### src/rtl/branch_perf_monitor.sv
// branch_perf_monitor: saturating event counters on the core's debug retire stream, read through a registered select port.
// Define BPM_TRACE_EN to build the mispredict-PC trace FIFO; without it the trace outputs are tied to zero.
module branch_perf_monitor #(
   parameter int unsigned CNT_W       = 32,
   parameter int unsigned TRACE_DEPTH = 8
) (
   input  logic                         i_clk,
   input  logic                         i_reset,
   input  logic                         i_enable,
   input  logic                         i_clear,
   input  logic                         i_insn_vld,
   input  logic                         i_ctrl,
   input  logic                         i_mispred,
   input  logic [31:0]                  i_pc_debug,
   input  logic [1:0]                   i_rd_sel,
   output logic [CNT_W-1:0]             o_rd_data,
   output logic                         o_trace_vld,
   output logic [31:0]                  o_trace_pc,
   input  logic                         i_trace_rdy,
   output logic [$clog2(TRACE_DEPTH):0] o_trace_cnt,
   output logic                         o_trace_ovf
);
   localparam int unsigned PTR_W = $clog2(TRACE_DEPTH);
   localparam int unsigned OCC_W = PTR_W + 1;

   logic [3:0]       ev;
   logic [CNT_W-1:0] cnt_q [4];

   // Event bits indexed like i_rd_sel: cycles, insns, ctrl, mispred
   always_comb begin
      ev[0] = i_enable;
      ev[1] = i_enable & i_insn_vld;
      ev[2] = i_enable & i_insn_vld & i_ctrl;
      ev[3] = i_enable & i_insn_vld & i_ctrl & i_mispred;
   end

   // Read port samples the pre-update value; counters stick at all-ones
   always_ff @(posedge i_clk) begin
      if (i_reset) begin
         for (int i = 0; i < 4; i++) cnt_q[i] <= '0;
         o_rd_data <= '0;
      end else begin
         o_rd_data <= cnt_q[i_rd_sel];
         for (int i = 0; i < 4; i++) begin
            if (i_clear)
               cnt_q[i] <= '0;
            else if (ev[i] && (cnt_q[i] != '1))
               cnt_q[i] <= cnt_q[i] + CNT_W'(1);
         end
      end
   end

`ifdef BPM_TRACE_EN
   logic [31:0]      mem [TRACE_DEPTH];
   logic [PTR_W-1:0] rd_ptr;
   logic [PTR_W-1:0] wr_ptr;
   logic [PTR_W-1:0] rd_ptr_n;
   logic [OCC_W-1:0] rem;
   logic [OCC_W-1:0] occ_n;
   logic             pop;
   logic             full;
   logic             push;
   logic             drop;

   // A pop frees a slot for a same-edge push, so a full FIFO only drops when the head is not taken
   always_comb begin
      pop      = o_trace_vld & i_trace_rdy;
      full     = (o_trace_cnt == OCC_W'(TRACE_DEPTH));
      push     = ev[3] & (~full | pop);
      drop     = ev[3] & full & ~pop;
      rd_ptr_n = rd_ptr + PTR_W'(pop);
      rem      = o_trace_cnt - OCC_W'(pop);
      occ_n    = rem + OCC_W'(push);
   end

   always_ff @(posedge i_clk) begin
      if (push && !i_reset && !i_clear) mem[wr_ptr] <= i_pc_debug;
   end

   // Head register: the pushed PC when nothing older survives, else the next stored entry
   always_ff @(posedge i_clk) begin
      if (i_reset || i_clear) begin
         rd_ptr      <= '0;
         wr_ptr      <= '0;
         o_trace_cnt <= '0;
         o_trace_vld <= 1'b0;
         o_trace_pc  <= '0;
         o_trace_ovf <= 1'b0;
      end else begin
         if (push) wr_ptr <= wr_ptr + PTR_W'(1);
         rd_ptr      <= rd_ptr_n;
         o_trace_cnt <= occ_n;
         o_trace_vld <= (occ_n != '0);
         if (occ_n == '0)
            o_trace_pc <= '0;
         else if (rem == '0)
            o_trace_pc <= i_pc_debug;
         else
            o_trace_pc <= mem[rd_ptr_n];
         if (drop) o_trace_ovf <= 1'b1;
      end
   end
`else
   logic unused_trace;
   assign unused_trace = ^{i_trace_rdy, i_pc_debug};
   assign o_trace_vld  = 1'b0;
   assign o_trace_pc   = '0;
   assign o_trace_cnt  = '0;
   assign o_trace_ovf  = 1'b0;
`endif

endmodule

### config.mk
export PLATFORM = sky130hd
export DESIGN_NAME = branch_perf_monitor
export DESIGN_NICKNAME = d
export VERILOG_FILES = /design/src/rtl/branch_perf_monitor.sv
export SDC_FILE = /design/constraint.sdc
export NUM_CORES = 1
export LEC_CHECK = 0
export ABC_CLOCK_PERIOD_IN_PS = 4800
export CAP_MARGIN = 20
export CELL_PAD_IN_SITES_DETAIL_PLACEMENT = 0
export CELL_PAD_IN_SITES_GLOBAL_PLACEMENT = 1
export CORE_ASPECT_RATIO = 1.25
export CORE_MARGIN = 2
export CORE_UTILIZATION = 30
export DETAILED_ROUTE_END_ITERATION = 12
export PLACE_DENSITY_LB_ADDON = 0.1
export SLEW_MARGIN = 20
export SYNTH_ARGS = -nofsm -noshare
export SYNTH_HDL_FRONTEND = slang
export SYNTH_SLANG_ARGS = --single-unit
export TNS_END_PERCENT = 5
### constraint.sdc
create_clock -name i_clk -period 4.8 [get_ports i_clk]
set_input_delay 0.48 -clock i_clk [delete_from_list [all_inputs] [get_ports i_clk]]
set_output_delay 0.48 -clock i_clk [all_outputs]
set_load 0.03 [all_outputs]
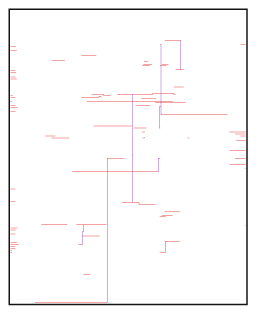
(run_1/metal_stack.png)
(1.5 px per um) Only two layers are drawn.
- purple: met4 (wire length 279 um)
- red: met3 (wire length 680 um)
via count of the routed design: 5891
per-cell routed wire length: 18.2 um
combined global-route utilization of all metal layers: 0.153
final WL: 22500 um

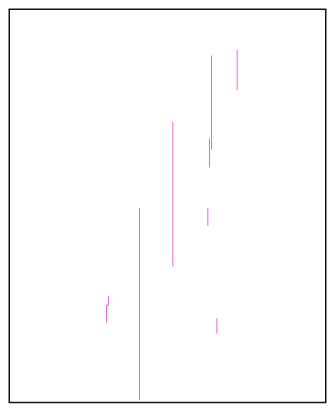
(run_1/met4.png)
(2 px per um)
- share of all routed wire: 1.2%
- main direction: vertical
- nets with wire on the layer: 5
- wire length on this layer: 279 um

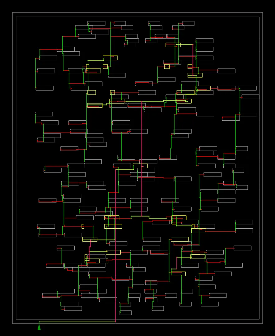
(run_1/final_clocks.png)
TritonCTS sink count: 160
setup clock skew after layout: 0.0113 ns
total clock buffers created by CTS: 17
sequential cell count: 160

==> deck_impl_summary.md, run 1 <==
Physical Implementation Snapshot

Place
  • Area of placed instances: around 9500 um^2
  • # port buffers: ~40
  • GP Congestion: between 0.8 and 0.9

Synth
  • Top cell area share: 0.435
  • Mean instance size in the synthesized netlist: around 11 um^2
  • Post-Synth AOI/OAI Area: 0.0140
  • Cells after Synth: approximately 790
  • Top-count cell post-synth: nor2_1
  • Register share after synthesis: 0.507

Worst setup path
  • Critical Path Start Type: register
  • Ordered list of cells on the worst path: ha_1 > nand3_1 > nor4_4 > buf_4 > and3_1 > a31o_1 > nor2_1
  • Total buffers and inverters traversed by the critical path: 1

Outcome
  • Outcome: finished clean

Global routing
  • GR Layer Usage met1: 0.212
  • Initial antenna violation count: 0

Final timing
  • Final Hold Slack: around 0.65 ns
  • Post-route clock period utilization: 0.610
  • Setup TNS: 0 ns
  • Final slew viol count: 0

Floorplan
  • Top-level port count: 112
  • Area enclosed by the die boundary: around 30000 um^2
  • Placeable core region: between 20000 and 30000 um^2

Power
  • Sum of internal, switching and leakage power: ~3300 uW
  • P_comb: 260 uW
  • Clock share of power: 0.428
  • Power density over the cells: around 330 nW/um^2
  • Flop+latch power: around 1700 uW

Detailed routing
  • Vias per cell: between 4 and 5
  • Iteration-0 DRC Markers: around 370

Worst hold path
  • Worst hold path startpoint: cnt_q[1][16]

Clock network
  • CTS-repair resized insts: 0
  • Number of buffers on the longest clock path: 2
  • Clock root buffer: clkbuf_16

Final layout
  • Fraction of the core area covered by cells at the end of the flow: 0.347
  • Non-Filler Instances: 1238
## run 1: cells in the final DEF (no fill, tap or decap), drive strengths merged, types with 33 or more instances in the layout
| master | netlist | routed |
|---|---|---|
| clkdlybuf4s50 | 0 | 39 |
| edfxtp | 128 | 128 |
| nand4 | 37 | 37 |
| nor2b | 33 | 33 |
| xor2 | 74 | 74 |
| xnor2 | 39 | 39 |
| nand3 | 47 | 47 |
| nand2 | 44 | 44 |
| conb | 1 | 38 |
| nor2 | 140 | 140 |
## run 1: worst register-to-register path, stage by stage (launching register included)
cell and delay, ns:
edfxtp_1 0.47, ha_1 0.25, nand3_1 0.20, nor4_4 0.30, buf_4 0.21, and3_1 0.22
a31o_1 0.85, nor2_1 0.14
## run 1: state kept, by name (all words and copies together) (netlist names)
name       cells
cnt_q        128
o_rd_data     32
==> run_1/pins.png <==
(2 px per um) Pins as bars across the die edge, other pins in gray.
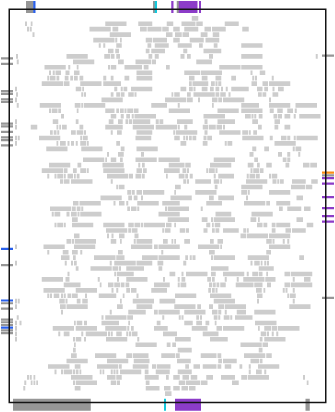

==> run 1 -> run 2 <==
--- a/config.mk
+++ b/config.mk
@@ -5,7 +5,7 @@
 export SDC_FILE = /design/constraint.sdc
 export NUM_CORES = 1
 export LEC_CHECK = 0
-export ABC_CLOCK_PERIOD_IN_PS = 4800
+export ABC_CLOCK_PERIOD_IN_PS = 2700
 export CAP_MARGIN = 20
 export CELL_PAD_IN_SITES_DETAIL_PLACEMENT = 0
 export CELL_PAD_IN_SITES_GLOBAL_PLACEMENT = 1
==> constraint.sdc (replaced) <==
create_clock -name i_clk -period 2.7 [get_ports i_clk]
set_input_delay 0.27 -clock i_clk [delete_from_list [all_inputs] [get_ports i_clk]]
set_output_delay 0.27 -clock i_clk [all_outputs]
set_load 0.03 [all_outputs]
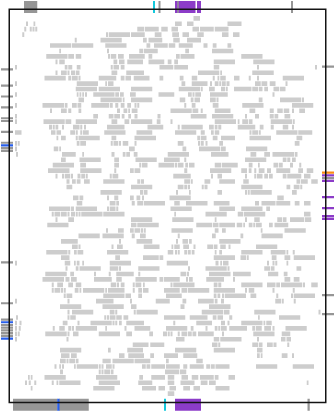
(run_2/pins.png)
(2 px per um) Pins as bars across the die edge, other pins in gray.
- cyan: `i_rd_sel` (pins 2; direction input; edge 1 bottom, 1 top)
- purple: `o_rd_data` (pins 32; direction output; edge 14 bottom, 12 top, 6 right)
- blue: `o_trace_cnt` (pins 4; direction output; edge 3 left, 1 bottom)
- orange: `i_enable` (pins 1; direction input; edge right)
Die Y: 196 um
chip width: 158 um

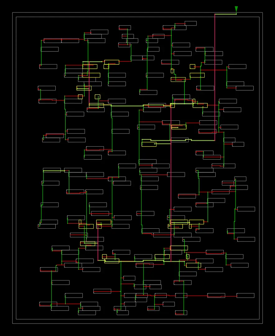
(run_2/final_clocks.png)
insertion delay to the later sink of the worst-skew pair: 0.44 ns
CLK BUF: 18
Clock group: 2490 uW

==> deck_impl_summary.md, run 2 <==
Physical Implementation Snapshot

Final layout
  • Sequential cell count: ~160
  • Reg with most FFs: cnt_q
  • Number of multi-input logic gates: 586
  • Largest registers ranked by flip-flop count: cnt_q (128), o_rd_data (32)
  • Flip-flop count of the largest register, all copies and words added: between 100 and 150
  • Top logic cells by instance count in the layout: nor2_1, edfxtp_1, xor2_1
  • Non-Filler Instances: 1258
  • Fraction of the core area covered by cells at the end of the flow: 0.354
  • Most frequently placed logic cell in the final layout: nor2_1

Final timing
  • Post-route clock period utilization: 0.903
  • Final Hold Slack: around 0.55 ns
  • Final slew viol count: 0

Worst setup path
  • Total buffers and inverters traversed by the critical path: 1
  • Critical Path Start Type: register
  • Ordered list of cells on the worst path: and4_1 > nand3_1 > nor3_2 > a31o_2 > buf_4 > nor2_1
  • Required time of the critical path: between 2 and 3 ns

Synth
  • Main flop type after synthesis: edfxtp_1
  • Cells after Synth: 790
  • Mean instance size in the synthesized netlist: approximately 11 um^2
  • Register share after synthesis: 0.507
  • Post-Synth AOI/OAI Area: 0.0140
  • Top-count cell post-synth: nor2_1
  • Top cell area share: 0.435

Power
  • Clock share of power: 0.422
  • Power density over the cells: around 570 nW/um^2
  • P_comb: 487 uW
  • Sum of internal, switching and leakage power: around 6000 uW

Detailed routing
  • Iteration-0 DRC Markers: 437
  • Per-cell routed wire length: 18.1 um
  • Final WL: between 20000 and 25000 um

Place
  • # port buffers: 40
  • GP Congestion: between 0.7 and 0.8

Worst hold path
  • Worst hold path startpoint: i_rd_sel[0]

Floorplan
  • Area enclosed by the die boundary: ~30000 um^2
  • Top-level port count: around 110
  • Placeable core region: ~30000 um^2

Outcome
  • Outcome: finished clean

Global routing
  • Combined global-route utilization of all metal layers: 0.155

Clock network
  • Number of buffers on the longest clock path: 2
  • TritonCTS sink count: about 160
-- run 2: how the worst max path moves through the flow --
stage / start / end / slack (ns) / depth (start not counted)
global route: cnt_q[1][18] / cnt_q[1][11] / 0.13 / 6
CTS: cnt_q[1][18] / cnt_q[1][4] / 0.26 / 6
finish: cnt_q[1][18] / cnt_q[1][2] / 0.26 / 6
floorplan: cnt_q[3][0] / cnt_q[3][0] / 0.09 / 7
detailed placement: i_reset / cnt_q[2][1] / 0.24 / 7
global placement: i_reset / cnt_q[2][1] / 0.26 / 7
-- run 2: logic make-up (layout without fill, tap and decap cells) --
group           after synthesis  in the layout
compound gates               21             21
xor+xnor                    113            113
fa+ha+maj                     4              4
buf+inv                      81            116
flops                       160            160
mux                          32             32
other cells                   1             38
simple gates                378            378
==> run 2 -> run 3 <==
--- a/config.mk
+++ b/config.mk
@@ -6,7 +6,6 @@
 export NUM_CORES = 1
 export LEC_CHECK = 0
 export ABC_CLOCK_PERIOD_IN_PS = 2700
-export CAP_MARGIN = 20
 export CELL_PAD_IN_SITES_DETAIL_PLACEMENT = 0
 export CELL_PAD_IN_SITES_GLOBAL_PLACEMENT = 1
 export CORE_ASPECT_RATIO = 1.25
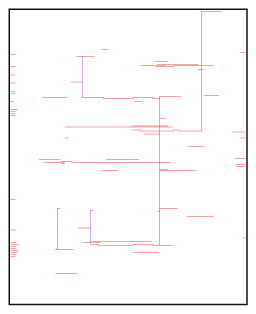
(run_3/metal_stack.png)
(1.5 px per um) Only two layers are drawn.
- purple: met4 (wire length 254 um)
- red: met3 (wire length 869 um)
per-cell routed wire length: 18.1 um
combined global-route utilization of all metal layers: 0.155

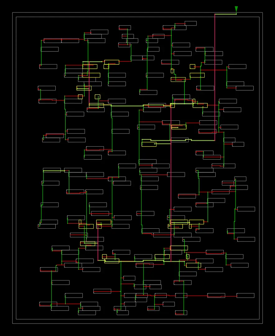
(run_3/final_clocks.png)
setup clock skew after layout: 0.00986 ns

==> deck_impl_summary.md, run 3 <==
Physical Implementation Snapshot

Synth
  • Cells after Synth: approximately 790
  • Post-Synth AOI/OAI Area: 0.0140
  • Top cell area share: 0.435
  • Main flop type after synthesis: edfxtp_1
  • Register share after synthesis: 0.507

Detailed routing
  • Final WL: between 20000 and 25000 um
  • Iteration-0 DRC Markers: 437
  • Vias per cell: 4.80

Place
  • GP Congestion: between 0.7 and 0.8
  • Area of placed instances: ~9700 um^2

Clock network
  • Number of buffers on the longest clock path: 2
  • Total clock buffers created by CTS: 17

Floorplan
  • Die Y: roughly 200 um

Final layout
  • Number of multi-input logic gates: between 500 and 600
  • CLK BUF: 18
  • Top logic cells by instance count in the layout: nor2_1, edfxtp_1, xor2_1
  • Largest registers ranked by flip-flop count: cnt_q (128), o_rd_data (32)
  • Most frequently placed logic cell in the final layout: nor2_1

Final timing
  • Final slew viol count: 0
  • Final Hold Slack: between 0.5 and 0.6 ns

Outcome
  • Outcome: finished clean

Power
  • Flop+latch power: between 2000 and 3000 uW

Global routing
  • GR Layer Usage met1: 0.221
## run 3: cell counts after synthesis
Identical to the previous run, type by type.
## run 3: path summary, 6_finish.rpt
check                     from      endpoint  slack, ns  depth (start not counted)
setup / recovery  cnt_q[1][18]   cnt_q[1][2]       0.26                          6
hold / removal     i_rd_sel[0]  o_rd_data[1]       0.55                          3
setup reg to reg  cnt_q[1][18]   cnt_q[1][2]       0.26                          6
hold reg to reg   cnt_q[0][16]  cnt_q[0][16]       0.65                          2
## run 3: worst max-delay path, cell delays in order (launching register included)
cell	delay, ns
edfxtp_1	0.47
and4_1	0.28
nand3_1	0.32
nor3_2	0.37
a31o_2	0.31
buf_4	0.32
nor2_1	0.09
Power figures rest on the tool's default switching activity, not on a simulated workload.
